`config.mk`:
```
export PLATFORM = sky130hd
export DESIGN_NAME = muldiv_seq_flat
export DESIGN_NICKNAME = d
export VERILOG_FILES = /design/src/rtl/alu_pkg.sv /design/src/rtl/muldiv_seq_if.sv /design/src/rtl/muldiv_step.sv /design/src/rtl/muldiv_seq.sv /design/src/flat_wrapper.sv
export SDC_FILE = /design/constraint.sdc
export NUM_CORES = 1
export LEC_CHECK = 0
export CAP_MARGIN = 20
export CORE_UTILIZATION = 45
export DETAILED_ROUTE_END_ITERATION = 8
export MAX_ROUTING_LAYER = met4
export PLACE_DENSITY = 0.66
export SYNTH_ARGS = -nofsm -noshare
export SYNTH_HDL_FRONTEND = slang
export SYNTH_SLANG_ARGS = --single-unit
export TNS_END_PERCENT = 100
```
`constraint.sdc`:
```
create_clock -name clk -period 19.15 [get_ports clk]
set_clock_uncertainty 0.2 [all_clocks]
set_input_delay 5.745 -clock clk [delete_from_list [all_inputs] [get_ports clk]]
set_output_delay 5.745 -clock clk [all_outputs]
set_load 0.005 [all_outputs]
```
`src/rtl/alu_pkg.sv`:
```
// Shared ALU package: operation encodings used by the ALU control decoder
// and the multiply/divide sequencer, sequencer state codes and a helper
// that derives the iteration counter width from the operand width.
package alu_pkg;

  // ALU control operation encodings
  localparam logic [2:0] ALU_AND  = 3'b000;
  localparam logic [2:0] ALU_OR   = 3'b001;
  localparam logic [2:0] ALU_ADD  = 3'b010;
  localparam logic [2:0] ALU_SUB  = 3'b011;
  localparam logic [2:0] ALU_SLT  = 3'b100;
  localparam logic [2:0] ALU_DIV  = 3'b101;
  localparam logic [2:0] ALU_NOP  = 3'b110;
  localparam logic [2:0] ALU_MULT = 3'b111;

  // Sequencer states
  typedef logic [1:0] md_state_t;
  localparam md_state_t ST_IDLE = 2'b00;
  localparam md_state_t ST_CALC = 2'b01;
  localparam md_state_t ST_FIX  = 2'b10;

  // Width of a counter that walks 0..width-1 (at least one bit)
  function automatic int cnt_width(input int width);
    if (width > 2) begin
      return $clog2(width);
    end else begin
      return 1;
    end
  endfunction

endpackage

```
`src/rtl/muldiv_seq_if.sv`:
```
// Request/result bundle between the control unit (master) and the
// multiply/divide sequencer (slave).
interface muldiv_if #(
  parameter int WIDTH = 32
);
  import alu_pkg::*;

  logic             start;
  logic [2:0]       alu_op;
  logic [WIDTH-1:0] a;
  logic [WIDTH-1:0] b;
  logic             busy;
  logic             done;
  logic             div_zero;
  logic [WIDTH-1:0] hi;
  logic [WIDTH-1:0] lo;

  modport master (
    output start, alu_op, a, b,
    input  busy, done, div_zero, hi, lo
  );

  modport slave (
    input  start, alu_op, a, b,
    output busy, done, div_zero, hi, lo
  );

endinterface

```
`src/rtl/muldiv_step.sv`:
```
// One combinational iteration of the sequencer datapath.
//  MULT: accumulator is {partial product, remaining multiplier bits};
//        conditionally add the multiplicand to the upper half, then shift
//        right by one keeping the carry.
//  DIV : accumulator is {partial remainder, remaining dividend/quotient};
//        shift left by one, trial-subtract the divisor and restore on borrow.
module muldiv_step #(
  parameter int WIDTH = 32
) (
  input  logic [2*WIDTH-1:0] acc_i,
  input  logic [WIDTH-1:0]   opnd_i,
  input  logic               is_div_i,
  output logic [2*WIDTH-1:0] acc_o
);

  logic [WIDTH:0] sum_s;
  logic [WIDTH:0] rem_s;
  logic [WIDTH:0] diff_s;

  // Single shift-add or restoring shift-subtract step
  always_comb begin
    sum_s  = {1'b0, acc_i[2*WIDTH-1:WIDTH]} +
             (acc_i[0] ? {1'b0, opnd_i} : {(WIDTH+1){1'b0}});
    rem_s  = acc_i[2*WIDTH-1:WIDTH-1];
    diff_s = rem_s - {1'b0, opnd_i};
    if (is_div_i) begin
      if (!diff_s[WIDTH]) begin
        acc_o = {diff_s[WIDTH-1:0], acc_i[WIDTH-2:0], 1'b1};
      end else begin
        acc_o = {rem_s[WIDTH-1:0], acc_i[WIDTH-2:0], 1'b0};
      end
    end else begin
      acc_o = {sum_s, acc_i[WIDTH-1:1]};
    end
  end

endmodule

```
`src/rtl/muldiv_seq.sv`:
```
// Multi-cycle MULT/DIV sequencer beside the single-cycle ALU.
// IDLE accepts one MULT or DIV, CALC runs WIDTH datapath iterations,
// FIX applies sign correction and writes HI/LO with a one-cycle done.
// Optional feature macro: MULDIV_SIGNED_EN (two's complement operands);
// when undefined the operands are unsigned and FIX writes the raw result.
module muldiv_seq
  import alu_pkg::*;
#(
  parameter int WIDTH = 32
) (
  input logic      clk,
  input logic      reset,
  muldiv_if.slave  bus
);

  localparam int             CW       = cnt_width(WIDTH);
  localparam logic [CW-1:0]  CNT_ZERO = {CW{1'b0}};
  localparam logic [CW-1:0]  CNT_ONE  = {{(CW-1){1'b0}}, 1'b1};
  localparam logic [CW-1:0]  CNT_LAST = CW'(WIDTH-1);

  md_state_t          state_q, state_d;
  logic [CW-1:0]      cnt_q, cnt_d;
  logic [2*WIDTH-1:0] acc_q, acc_d;
  logic [WIDTH-1:0]   opnd_q, opnd_d;
  logic               is_div_q, is_div_d;
  logic               busy_q, busy_d;
  logic               done_q, done_d;
  logic               div_zero_q, div_zero_d;
  logic [WIDTH-1:0]   hi_q, hi_d;
  logic [WIDTH-1:0]   lo_q, lo_d;

  logic               accept_s;
  logic               is_div_req_s;
  logic               b_zero_s;
  logic [WIDTH-1:0]   a_mag_s;
  logic [WIDTH-1:0]   b_mag_s;
  logic [2*WIDTH-1:0] step_acc_s;
  logic [WIDTH-1:0]   fix_hi_s;
  logic [WIDTH-1:0]   fix_lo_s;

  muldiv_step #(.WIDTH(WIDTH)) u_step (
    .acc_i    (acc_q),
    .opnd_i   (opnd_q),
    .is_div_i (is_div_q),
    .acc_o    (step_acc_s)
  );

  // Request decode: only MULT/DIV in IDLE are accepted, everything else is dropped
  always_comb begin
    is_div_req_s = (bus.alu_op == ALU_DIV);
    b_zero_s     = (bus.b == {WIDTH{1'b0}});
    if ((state_q == ST_IDLE) && bus.start &&
        ((bus.alu_op == ALU_MULT) || (bus.alu_op == ALU_DIV))) begin
      accept_s = 1'b1;
    end else begin
      accept_s = 1'b0;
    end
  end

`ifdef MULDIV_SIGNED_EN
  localparam logic [WIDTH-1:0]   ONE_W  = {{(WIDTH-1){1'b0}}, 1'b1};
  localparam logic [2*WIDTH-1:0] ONE_2W = {{(2*WIDTH-1){1'b0}}, 1'b1};

  logic neg_hi_q, neg_hi_d;
  logic neg_lo_q, neg_lo_d;

  // Operand magnitudes for the unsigned datapath
  always_comb begin
    a_mag_s = bus.a[WIDTH-1] ? (~bus.a + ONE_W) : bus.a;
    b_mag_s = bus.b[WIDTH-1] ? (~bus.b + ONE_W) : bus.b;
  end

  // Result signs captured at accept: product/quotient from a^b, remainder from a
  always_comb begin
    neg_hi_d = neg_hi_q;
    neg_lo_d = neg_lo_q;
    if (accept_s) begin
      if (is_div_req_s && b_zero_s) begin
        neg_hi_d = 1'b0;
        neg_lo_d = 1'b0;
      end else if (is_div_req_s) begin
        neg_hi_d = bus.a[WIDTH-1];
        neg_lo_d = bus.a[WIDTH-1] ^ bus.b[WIDTH-1];
      end else begin
        neg_hi_d = bus.a[WIDTH-1] ^ bus.b[WIDTH-1];
        neg_lo_d = bus.a[WIDTH-1] ^ bus.b[WIDTH-1];
      end
    end else begin
      neg_hi_d = neg_hi_q;
      neg_lo_d = neg_lo_q;
    end
  end

  // Sign flag registers
  always_ff @(posedge clk or posedge reset) begin
    if (reset) begin
      neg_hi_q <= 1'b0;
      neg_lo_q <= 1'b0;
    end else begin
      neg_hi_q <= neg_hi_d;
      neg_lo_q <= neg_lo_d;
    end
  end

  // Sign correction: DIV negates halves independently, MULT the whole product
  always_comb begin
    logic [2*WIDTH-1:0] prod_v;
    prod_v = neg_hi_q ? (~acc_q + ONE_2W) : acc_q;
    if (is_div_q) begin
      fix_hi_s = neg_hi_q ? (~acc_q[2*WIDTH-1:WIDTH] + ONE_W) : acc_q[2*WIDTH-1:WIDTH];
      fix_lo_s = neg_lo_q ? (~acc_q[WIDTH-1:0] + ONE_W) : acc_q[WIDTH-1:0];
    end else begin
      fix_hi_s = prod_v[2*WIDTH-1:WIDTH];
      fix_lo_s = prod_v[WIDTH-1:0];
    end
  end
`else
  // Unsigned operands are their own magnitudes
  always_comb begin
    a_mag_s = bus.a;
    b_mag_s = bus.b;
  end

  // Unsigned result is written unchanged
  always_comb begin
    fix_hi_s = acc_q[2*WIDTH-1:WIDTH];
    fix_lo_s = acc_q[WIDTH-1:0];
  end
`endif

  // Sequencer next-state and datapath control
  always_comb begin
    state_d    = state_q;
    cnt_d      = cnt_q;
    acc_d      = acc_q;
    opnd_d     = opnd_q;
    is_div_d   = is_div_q;
    busy_d     = busy_q;
    done_d     = 1'b0;
    div_zero_d = div_zero_q;
    hi_d       = hi_q;
    lo_d       = lo_q;
    case (state_q)
      ST_IDLE: begin
        if (accept_s) begin
          busy_d     = 1'b1;
          cnt_d      = CNT_ZERO;
          is_div_d   = is_div_req_s;
          div_zero_d = 1'b0;
          if (is_div_req_s && b_zero_s) begin
            // Divide by zero skips the iterations with a fixed result
            state_d    = ST_FIX;
            div_zero_d = 1'b1;
            acc_d      = {bus.a, {WIDTH{1'b1}}};
            opnd_d     = {WIDTH{1'b0}};
          end else if (is_div_req_s) begin
            state_d = ST_CALC;
            acc_d   = {{WIDTH{1'b0}}, a_mag_s};
            opnd_d  = b_mag_s;
          end else begin
            state_d = ST_CALC;
            acc_d   = {{WIDTH{1'b0}}, b_mag_s};
            opnd_d  = a_mag_s;
          end
        end else begin
          state_d = ST_IDLE;
        end
      end
      ST_CALC: begin
        acc_d = step_acc_s;
        if (cnt_q == CNT_LAST) begin
          cnt_d   = CNT_ZERO;
          state_d = ST_FIX;
        end else begin
          cnt_d   = cnt_q + CNT_ONE;
          state_d = ST_CALC;
        end
      end
      ST_FIX: begin
        hi_d    = fix_hi_s;
        lo_d    = fix_lo_s;
        done_d  = 1'b1;
        busy_d  = 1'b0;
        state_d = ST_IDLE;
      end
      default: begin
        state_d = ST_IDLE;
        cnt_d   = CNT_ZERO;
        busy_d  = 1'b0;
      end
    endcase
  end

  // Sequencer and output registers
  always_ff @(posedge clk or posedge reset) begin
    if (reset) begin
      state_q    <= ST_IDLE;
      cnt_q      <= {CW{1'b0}};
      acc_q      <= {(2*WIDTH){1'b0}};
      opnd_q     <= {WIDTH{1'b0}};
      is_div_q   <= 1'b0;
      busy_q     <= 1'b0;
      done_q     <= 1'b0;
      div_zero_q <= 1'b0;
      hi_q       <= {WIDTH{1'b0}};
      lo_q       <= {WIDTH{1'b0}};
    end else begin
      state_q    <= state_d;
      cnt_q      <= cnt_d;
      acc_q      <= acc_d;
      opnd_q     <= opnd_d;
      is_div_q   <= is_div_d;
      busy_q     <= busy_d;
      done_q     <= done_d;
      div_zero_q <= div_zero_d;
      hi_q       <= hi_d;
      lo_q       <= lo_d;
    end
  end

  assign bus.busy     = busy_q;
  assign bus.done     = done_q;
  assign bus.div_zero = div_zero_q;
  assign bus.hi       = hi_q;
  assign bus.lo       = lo_q;

endmodule

```
`src/flat_wrapper.sv`:
```
// flat-port wrapper written by rule: the top's interface ports become plain ports
module muldiv_seq_flat import alu_pkg::*;
#(
  parameter int WIDTH = 32
)
  (clk, reset, bus_start, bus_alu_op, bus_a, bus_b, bus_busy, bus_done, bus_div_zero, bus_hi, bus_lo);
  muldiv_if #(.WIDTH(WIDTH)) bus_i ();
  input logic clk;
  input logic reset;
  input wire logic [$bits(bus_i.start)-1:0] bus_start;
  input wire logic [$bits(bus_i.alu_op)-1:0] bus_alu_op;
  input wire logic [$bits(bus_i.a)-1:0] bus_a;
  input wire logic [$bits(bus_i.b)-1:0] bus_b;
  output wire logic [$bits(bus_i.busy)-1:0] bus_busy;
  output wire logic [$bits(bus_i.done)-1:0] bus_done;
  output wire logic [$bits(bus_i.div_zero)-1:0] bus_div_zero;
  output wire logic [$bits(bus_i.hi)-1:0] bus_hi;
  output wire logic [$bits(bus_i.lo)-1:0] bus_lo;
  assign bus_i.start = bus_start;
  assign bus_i.alu_op = bus_alu_op;
  assign bus_i.a = bus_a;
  assign bus_i.b = bus_b;
  assign bus_busy = bus_i.busy;
  assign bus_done = bus_i.done;
  assign bus_div_zero = bus_i.div_zero;
  assign bus_hi = bus_i.hi;
  assign bus_lo = bus_i.lo;
  muldiv_seq #(.WIDTH(WIDTH)) u_core (.clk(clk), .reset(reset), .bus(bus_i));
endmodule
```
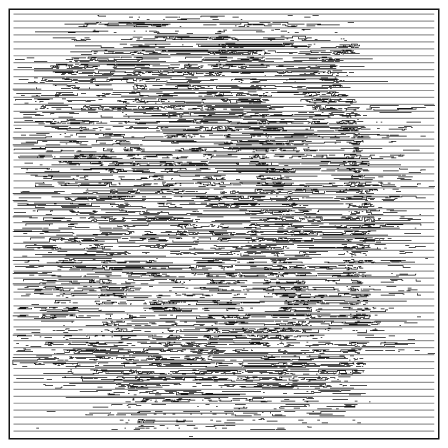
Fig. 1. Signal wires on met1 (run 1).
Supply wires on this layer in gray.
- main direction: horizontal
- wire length on this layer: 18400 um
- nets with wire on the layer: 1496
- share of all routed wire: 47%
final WL: 39.0 mm
M1 GR Usage: 0.417
vias: 11085

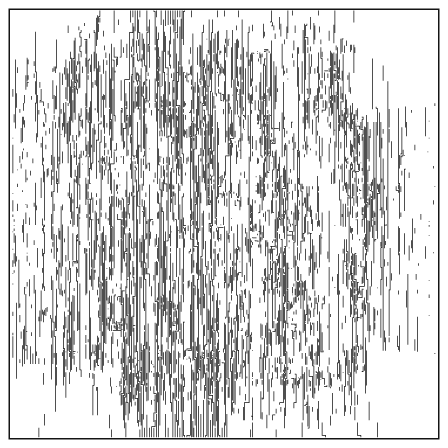
Fig. 2. Metal 2 (run 1).
- main direction: vertical
- wire length on this layer: 17200 um
- longest straight run: 67.3 um
met2 Resource Use GR: 0.423

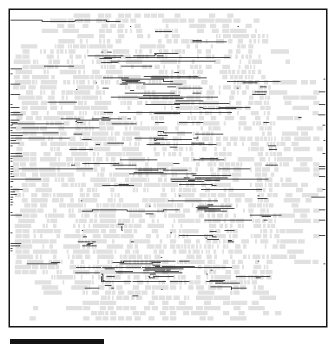
Fig. 3. M3 wires (run 1).
Bar = 50 um.
- share of all routed wire: 6.6%
- nets with wire on the layer: 197
- wire length on this layer: 2570 um
- main direction: horizontal
- longest straight run: 59.3 um
met3 Usage GRT: 0.0364

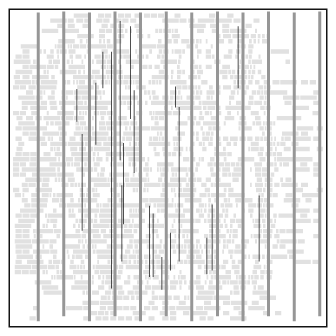
Fig. 4. The metal 4 layer (run 1).
Supply wires on this layer in gray.
- main direction: vertical
- nets with wire on the layer: 18
- share of all routed wire: 2.1%
- longest straight run: 125 um
- wire length on this layer: 815 um

==> impl_metrics.env, run 1 <==
# yosys + openroad results
export IMPL_nMultiInputCombCells=1071
export IMPL_worstSetupStartpointType="input pin"
export IMPL_postLayoutCellArea_um2=14500
export IMPL_hold_start="u_core.bus.hi[10]$_DFFE_PP0P_"
export IMPL_power_top_group="combinational cells"
export IMPL_critical_path_slowest_cell="nor4_1"
export IMPL_worstHoldPathType="register to register"
export IMPL_irDropWorstVdd_v=0.000106
export IMPL_grt_pass1_vias=10397
export IMPL_mostFrequentLayoutCell="nand2_1"
export IMPL_flop_count=171
export IMPL_port_buffers=136
export IMPL_first_pass_iters=5
export IMPL_synthAdderAreaFrac=0.0702
export IMPL_logic_family="AND-OR/OR-AND gates"
export IMPL_area_dominant_class="combinational gates"
export IMPL_pwr_share_clk=0.119
export IMPL_yosys_stat_seqShare=0.347
export IMPL_initCoreUtil=0.459
export IMPL_power_switching_mw=1.47
export IMPL_synth_flops=171
export IMPL_path_buffers=2
export IMPL_sh_seq_area=0.295
export IMPL_coreArea_um2=26900
export IMPL_diodes=0
export IMPL_nNonClkBuffers=153
export IMPL_mi_logic_area_um2=7520
export IMPL_power_mw=2.96
export IMPL_finalSetupViolations=0
export IMPL_min_period_ns=8.72
export IMPL_inv_count=52
export IMPL_fmax_mhz=115
export IMPL_dr_first_iter_drc_count=961
export IMPL_htree_levels=4
export IMPL_rows=60
export IMPL_switching_share=0.497
export IMPL_status="complete, no violations"
export IMPL_postRouteAntennaNets=0
export IMPL_met2_length_mm=17.2
export IMPL_comb_cell_share=0.518
export IMPL_max_slew_margin_rel=0.270
export IMPL_dp_hpwl_mm=28.7
export IMPL_p_seq_frac=0.224
export IMPL_critical_path_top_delay_family="simple AND/OR/NAND/NOR gates"
export IMPL_setup_ws_ns=10.43
export IMPL_die_height_um=168
export IMPL_grt_overflow=0
export IMPL_yosysMostFrequentCell="nand2_1"
export IMPL_cts_tree="built"
export IMPL_worstPathMaxFanout=28
export IMPL_post_place_ws_ns=9.99
export IMPL_yosys_area_top_type="dfrtp_1"
export IMPL_holdBufCountCts=0
export IMPL_min_path_cells=1
export IMPL_synth_top_cell_area_share=0.347
export IMPL_grt_max_degree=114
export IMPL_crit_path_end="u_core.acc_q[58]$_DFFE_PP0P_"
export IMPL_clock_buffers=17
export IMPL_common_cells="nand2_1 (194), dfrtp_1 (171), o21ai_0 (117), a21oi_1 (95), mux2_2 (92)"
export IMPL_synth_main_ff_cell="dfrtp_1"
export IMPL_cts_buffers_inserted=17
export IMPL_tightest_slew_ns=1.09
export IMPL_crit_arrival_ns=8.89
export IMPL_hold_path_endpoint="u_core.bus.hi[10]$_DFFE_PP0P_"
export IMPL_cts_clk_slew_worst_paths_ns=0.08
export IMPL_die_area_um2=28100
export IMPL_syn2layout_area_growth_pct=17.7
export IMPL_cp_common_cell="a21oi_1"
run 1: flip-flops by register name, summed over array words and instances (netlist names):
signal               cells
u_core.acc_q            64
u_core.bus.busy          1
u_core.bus.done          1
u_core.bus.div_zero      1
u_core.bus.lo           32
u_core.cnt_q             5
u_core.opnd_q           32
u_core.bus.hi           32
u_core.state_q           2
u_core.is_div_q          1
run 1: kinds of logic (layout without fill, tap and decap cells):
logic type	after synthesis	in the layout
simple gates	369	369
mux	183	183
fa+ha+maj	68	68
xor+xnor	55	55
buf+inv	142	236
flops	171	171
compound gates	396	396
run 1: metal layers:
layer	global-route usage	up-vias
met5	-	-
met4	0.0850	0
met3	0.0364	51
met2	0.423	427
met1	0.417	5435
li1	-	5172
Fig. 5: run 1, clock nets
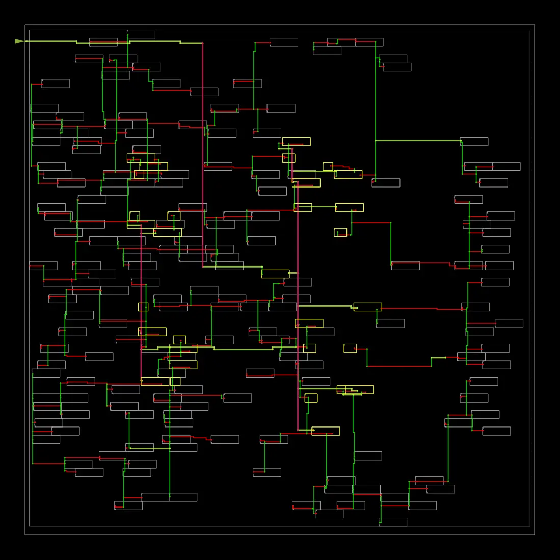

## Run 2: what changed since run 1
--- a/config.mk
+++ b/config.mk
@@ -9,7 +9,7 @@
 export CORE_UTILIZATION = 45
 export DETAILED_ROUTE_END_ITERATION = 8
 export MAX_ROUTING_LAYER = met4
-export PLACE_DENSITY = 0.66
+export PLACE_DENSITY = 0.69
 export SYNTH_ARGS = -nofsm -noshare
 export SYNTH_HDL_FRONTEND = slang
 export SYNTH_SLANG_ARGS = --single-unit
==> constraint.sdc (replaced) <==
create_clock -name clk -period 7.39 [get_ports clk]
set_clock_uncertainty 0.2 [all_clocks]
set_input_delay 2.217 -clock clk [delete_from_list [all_inputs] [get_ports clk]]
set_output_delay 2.217 -clock clk [all_outputs]
set_load 0.005 [all_outputs]
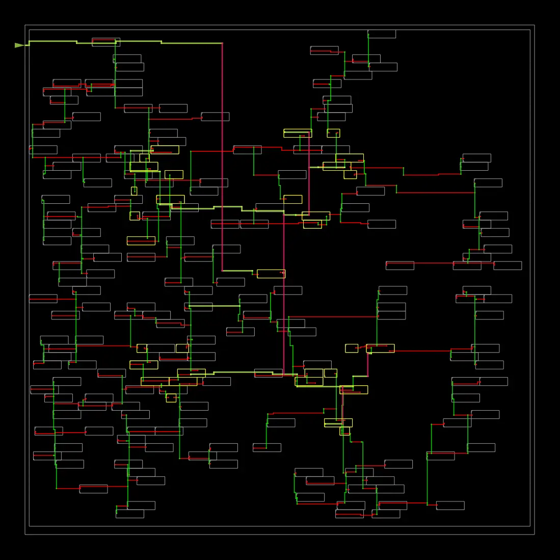
Fig. 6. Clock nets (run 2).
Latency at later pin: 0.44 ns
Sink Count: 171

==> impl_metrics.env, run 2 <==
# yosys + openroad results
export IMPL_status="complete, no violations"
export IMPL_sh_seq_area=0.295
export IMPL_syn2layout_area_growth_pct=17.7
export IMPL_vias=10986
export IMPL_die_height_um=168
export IMPL_port_buffers=136
export IMPL_power_top_group="combinational cells"
export IMPL_worstHoldPathType="register to register"
export IMPL_die_area_um2=28100
export IMPL_fmax_mhz=186
export IMPL_dp_hpwl_mm=28.5
export IMPL_synthAdderAreaFrac=0.0702
export IMPL_irDropWorstVdd_v=0.000295
export IMPL_clock_buffers=17
export IMPL_area_dominant_class="combinational gates"
export IMPL_yosys_area_top_type="dfrtp_1"
export IMPL_r2r_start="u_core.acc_q[31]$_DFFE_PP0P_"
export IMPL_p_seq_frac=0.225
export IMPL_setup_ws_ns=2.02
export IMPL_reg2reg_depth=13
export IMPL_flop_count=171
export IMPL_grt_use_met2=0.432
export IMPL_nNonClkBuffers=150
export IMPL_tightest_slew_ns=1.18
export IMPL_comb_cell_share=0.519
export IMPL_first_pass_iters=6
export IMPL_busiest_layer="met2"
export IMPL_use_met1=0.396
export IMPL_largest_reg_flops=64
export IMPL_grt_overflow=0
export IMPL_initCoreUtil=0.459
export IMPL_cts_tree="built"
export IMPL_postRouteAntennaNets=0
export IMPL_hold_path_endpoint="u_core.bus.div_zero$_DFFE_PP0P_"
export IMPL_min_period_ns=5.37
export IMPL_common_cells="nand2_1 (194), dfrtp_1 (171), o21ai_0 (117), a21oi_1 (95), mux2_2 (92)"
export IMPL_post_place_ws_ns=1.67
export IMPL_min_path_cells=2
export IMPL_fp_nets=1522
export IMPL_crit_arrival_ns=5.54
export IMPL_coreArea_um2=26900
export IMPL_dr_first_iter_drc_count=1003
export IMPL_r2r_end="u_core.acc_q[32]$_DFFE_PP0P_"
export IMPL_htree_levels=4
export IMPL_diodes=0
export IMPL_synth_main_ff_cell="dfrtp_1"
export IMPL_post_cts_repair_setup_buffers=0
export IMPL_grt_max_degree=104
export IMPL_hold_start="u_core.bus.div_zero$_DFFE_PP0P_"
export IMPL_startpoint="bus_b[27]"
export IMPL_mi_logic_area_um2=7520
export IMPL_fill_cells=2504
export IMPL_crit_path_end="u_core.acc_q[58]$_DFFE_PP0P_"
export IMPL_max_slew_margin_rel=0.215
export IMPL_mostFrequentLayoutCell="nand2_1"
export IMPL_yosys_stat_seqShare=0.347
export IMPL_finalSetupViolations=0
export IMPL_cts_buffers_inserted=17
export IMPL_worstSetupStartpointType="input pin"
export IMPL_yosysMostFrequentCell="nand2_1"
export IMPL_grt_pass1_vias=10658
export IMPL_rows=60
export IMPL_logic_family="AND-OR/OR-AND gates"
export IMPL_switching_share=0.495
export IMPL_postLayoutCellArea_um2=14500
export IMPL_holdBufCountCts=0
export IMPL_wirelength_mm=38.7
export IMPL_top_register="u_core.acc_q"
export IMPL_synth_top_cell_area_share=0.347
export IMPL_power_switching_mw=3.78
export IMPL_inv_count=52
export IMPL_finish_utilization=0.540
export IMPL_worstPathMaxFanout=32
export IMPL_placed_area_um2=13900
export IMPL_pwr_share_clk=0.121
export IMPL_synth_flops=171
export IMPL_power_mw=7.64
export IMPL_powerDensity_nw_per_um2=527
run 2: cell types whose count changed in the layout (fill, tap and decap cells not counted), sizes merged:
cell | previous run | this run
buf | 17 | 14
clkinv | 4 | 7
clkinvlp | 1 | 0
inv | 61 | 60
run 2: critical path: stages:
cell and delay [ns]:
clkdlybuf4s50_1 0.46, nor4_1 0.95, nand4_1 0.20, nor4_2 0.32, buf_4 0.41, and2_1 0.43
a21oi_1 0.11, and3_1 0.18, o2bb2ai_1 0.12, a21oi_1 0.13
run 2: per-layer routing:
metal,vias up,part of all wire,wire [um]
li1,5183,-,-
met1,5354,0.46,18000
met2,393,0.44,17100
met3,56,0.070,2730
met4,0,0.024,926
met5,-,0,0
Fig. 7: run 2, the metal 4 layer
Supply wires on this layer in gray.
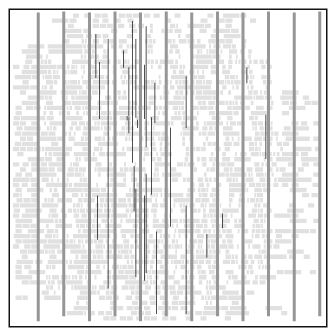

## Run 3: what changed since run 2
--- a/config.mk
+++ b/config.mk
@@ -9,7 +9,7 @@
 export CORE_UTILIZATION = 45
 export DETAILED_ROUTE_END_ITERATION = 8
 export MAX_ROUTING_LAYER = met4
-export PLACE_DENSITY = 0.69
+export PLACE_DENSITY = 0.66
 export SYNTH_ARGS = -nofsm -noshare
 export SYNTH_HDL_FRONTEND = slang
 export SYNTH_SLANG_ARGS = --single-unit
==> constraint.sdc (replaced) <==
create_clock -name clk -period 5.62 [get_ports clk]
set_clock_uncertainty 0.2 [all_clocks]
set_input_delay 1.686 -clock clk [delete_from_list [all_inputs] [get_ports clk]]
set_output_delay 1.686 -clock clk [all_outputs]
set_load 0.005 [all_outputs]
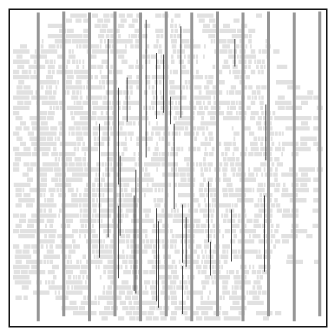
Fig. 8. The metal 4 layer (run 3).
Supply wires on this layer in gray.
- nets with wire on the layer: 21
- longest straight run: 105 um
- wire length on this layer: 1030 um
- share of all routed wire: 2.6%
final WL: 39.0 mm
vias: 10919

==> impl_metrics.env, run 3 <==
# yosys + openroad results
export IMPL_irDropWorstVdd_v=0.000433
export IMPL_grt_use_met2=0.425
export IMPL_fill_cells=2461
export IMPL_htree_levels=4
export IMPL_r2r_end="u_core.acc_q[62]$_DFFE_PP0P_"
export IMPL_diodes=0
export IMPL_syn2layout_area_growth_pct=18.1
export IMPL_nNonClkBuffers=155
export IMPL_placed_area_um2=14000
export IMPL_use_met3=0.0418
export IMPL_worstHoldPathType="register to register"
export IMPL_insertion_delay_ns=0.44
export IMPL_hold_start="u_core.bus.div_zero$_DFFE_PP0P_"
export IMPL_pwr_share_clk=0.121
export IMPL_synth_flops=171
export IMPL_logic_family="AND-OR/OR-AND gates"
export IMPL_finalSetupViolations=0
export IMPL_initCoreUtil=0.459
export IMPL_met3_length_mm=2.76
export IMPL_powerDensity_nw_per_um2=697
export IMPL_cts_clk_slew_worst_paths_ns=0.08
export IMPL_slowest_delay_ns=0.77
export IMPL_met2_length_mm=17.0
export IMPL_coreArea_um2=26900
export IMPL_top_register="u_core.acc_q"
export IMPL_postLayoutCellArea_um2=14600
export IMPL_use_met1=0.412
export IMPL_grt_overflow=0
export IMPL_yosys_area_top_type="dfrtp_1"
export IMPL_yosysMostFrequentCell="nand2_1"
export IMPL_postRouteAntennaNets=0
export IMPL_rows=60
export IMPL_flop_count=171
export IMPL_routedLengthMet1_mm=18.2
export IMPL_mi_logic_area_um2=7520
export IMPL_comb_cell_share=0.517
export IMPL_status="complete, no violations"
export IMPL_synthAdderAreaFrac=0.0702
export IMPL_crit_path_end="u_core.acc_q[58]$_DFFE_PP0P_"
export IMPL_die_height_um=168
export IMPL_startpoint="bus_b[27]"
export IMPL_common_cells="nand2_1 (194), dfrtp_1 (171), o21ai_0 (117), a21oi_1 (95), mux2_2 (92)"
[run 3: cell counts after synthesis]
No cell type changed its count.
[run 3: critical path, delay by kind of cell]
kind / cells / cell delay [ns]
buf+inv: 2 / 0.75
simple gates: 5 / 1.84
compound gates: 3 / 0.36
[run 3: metrics by stage]
| stage | cells | utilization | total power, mW |
|---|---|---|---|
| final | 1822 | 0.542 | 10.1 |
| after global routing | 1822 | 0.542 | 10.9 |
| after CTS | 1822 | 0.542 | 10.1 |
| after detailed placement | 1790 | 0.519 | 8.79 |
| after global placement | 1790 | 0.519 | 8.72 |
| after floorplan | 1384 | - | 7.01 |
Power and IR drop assume default switching activity.
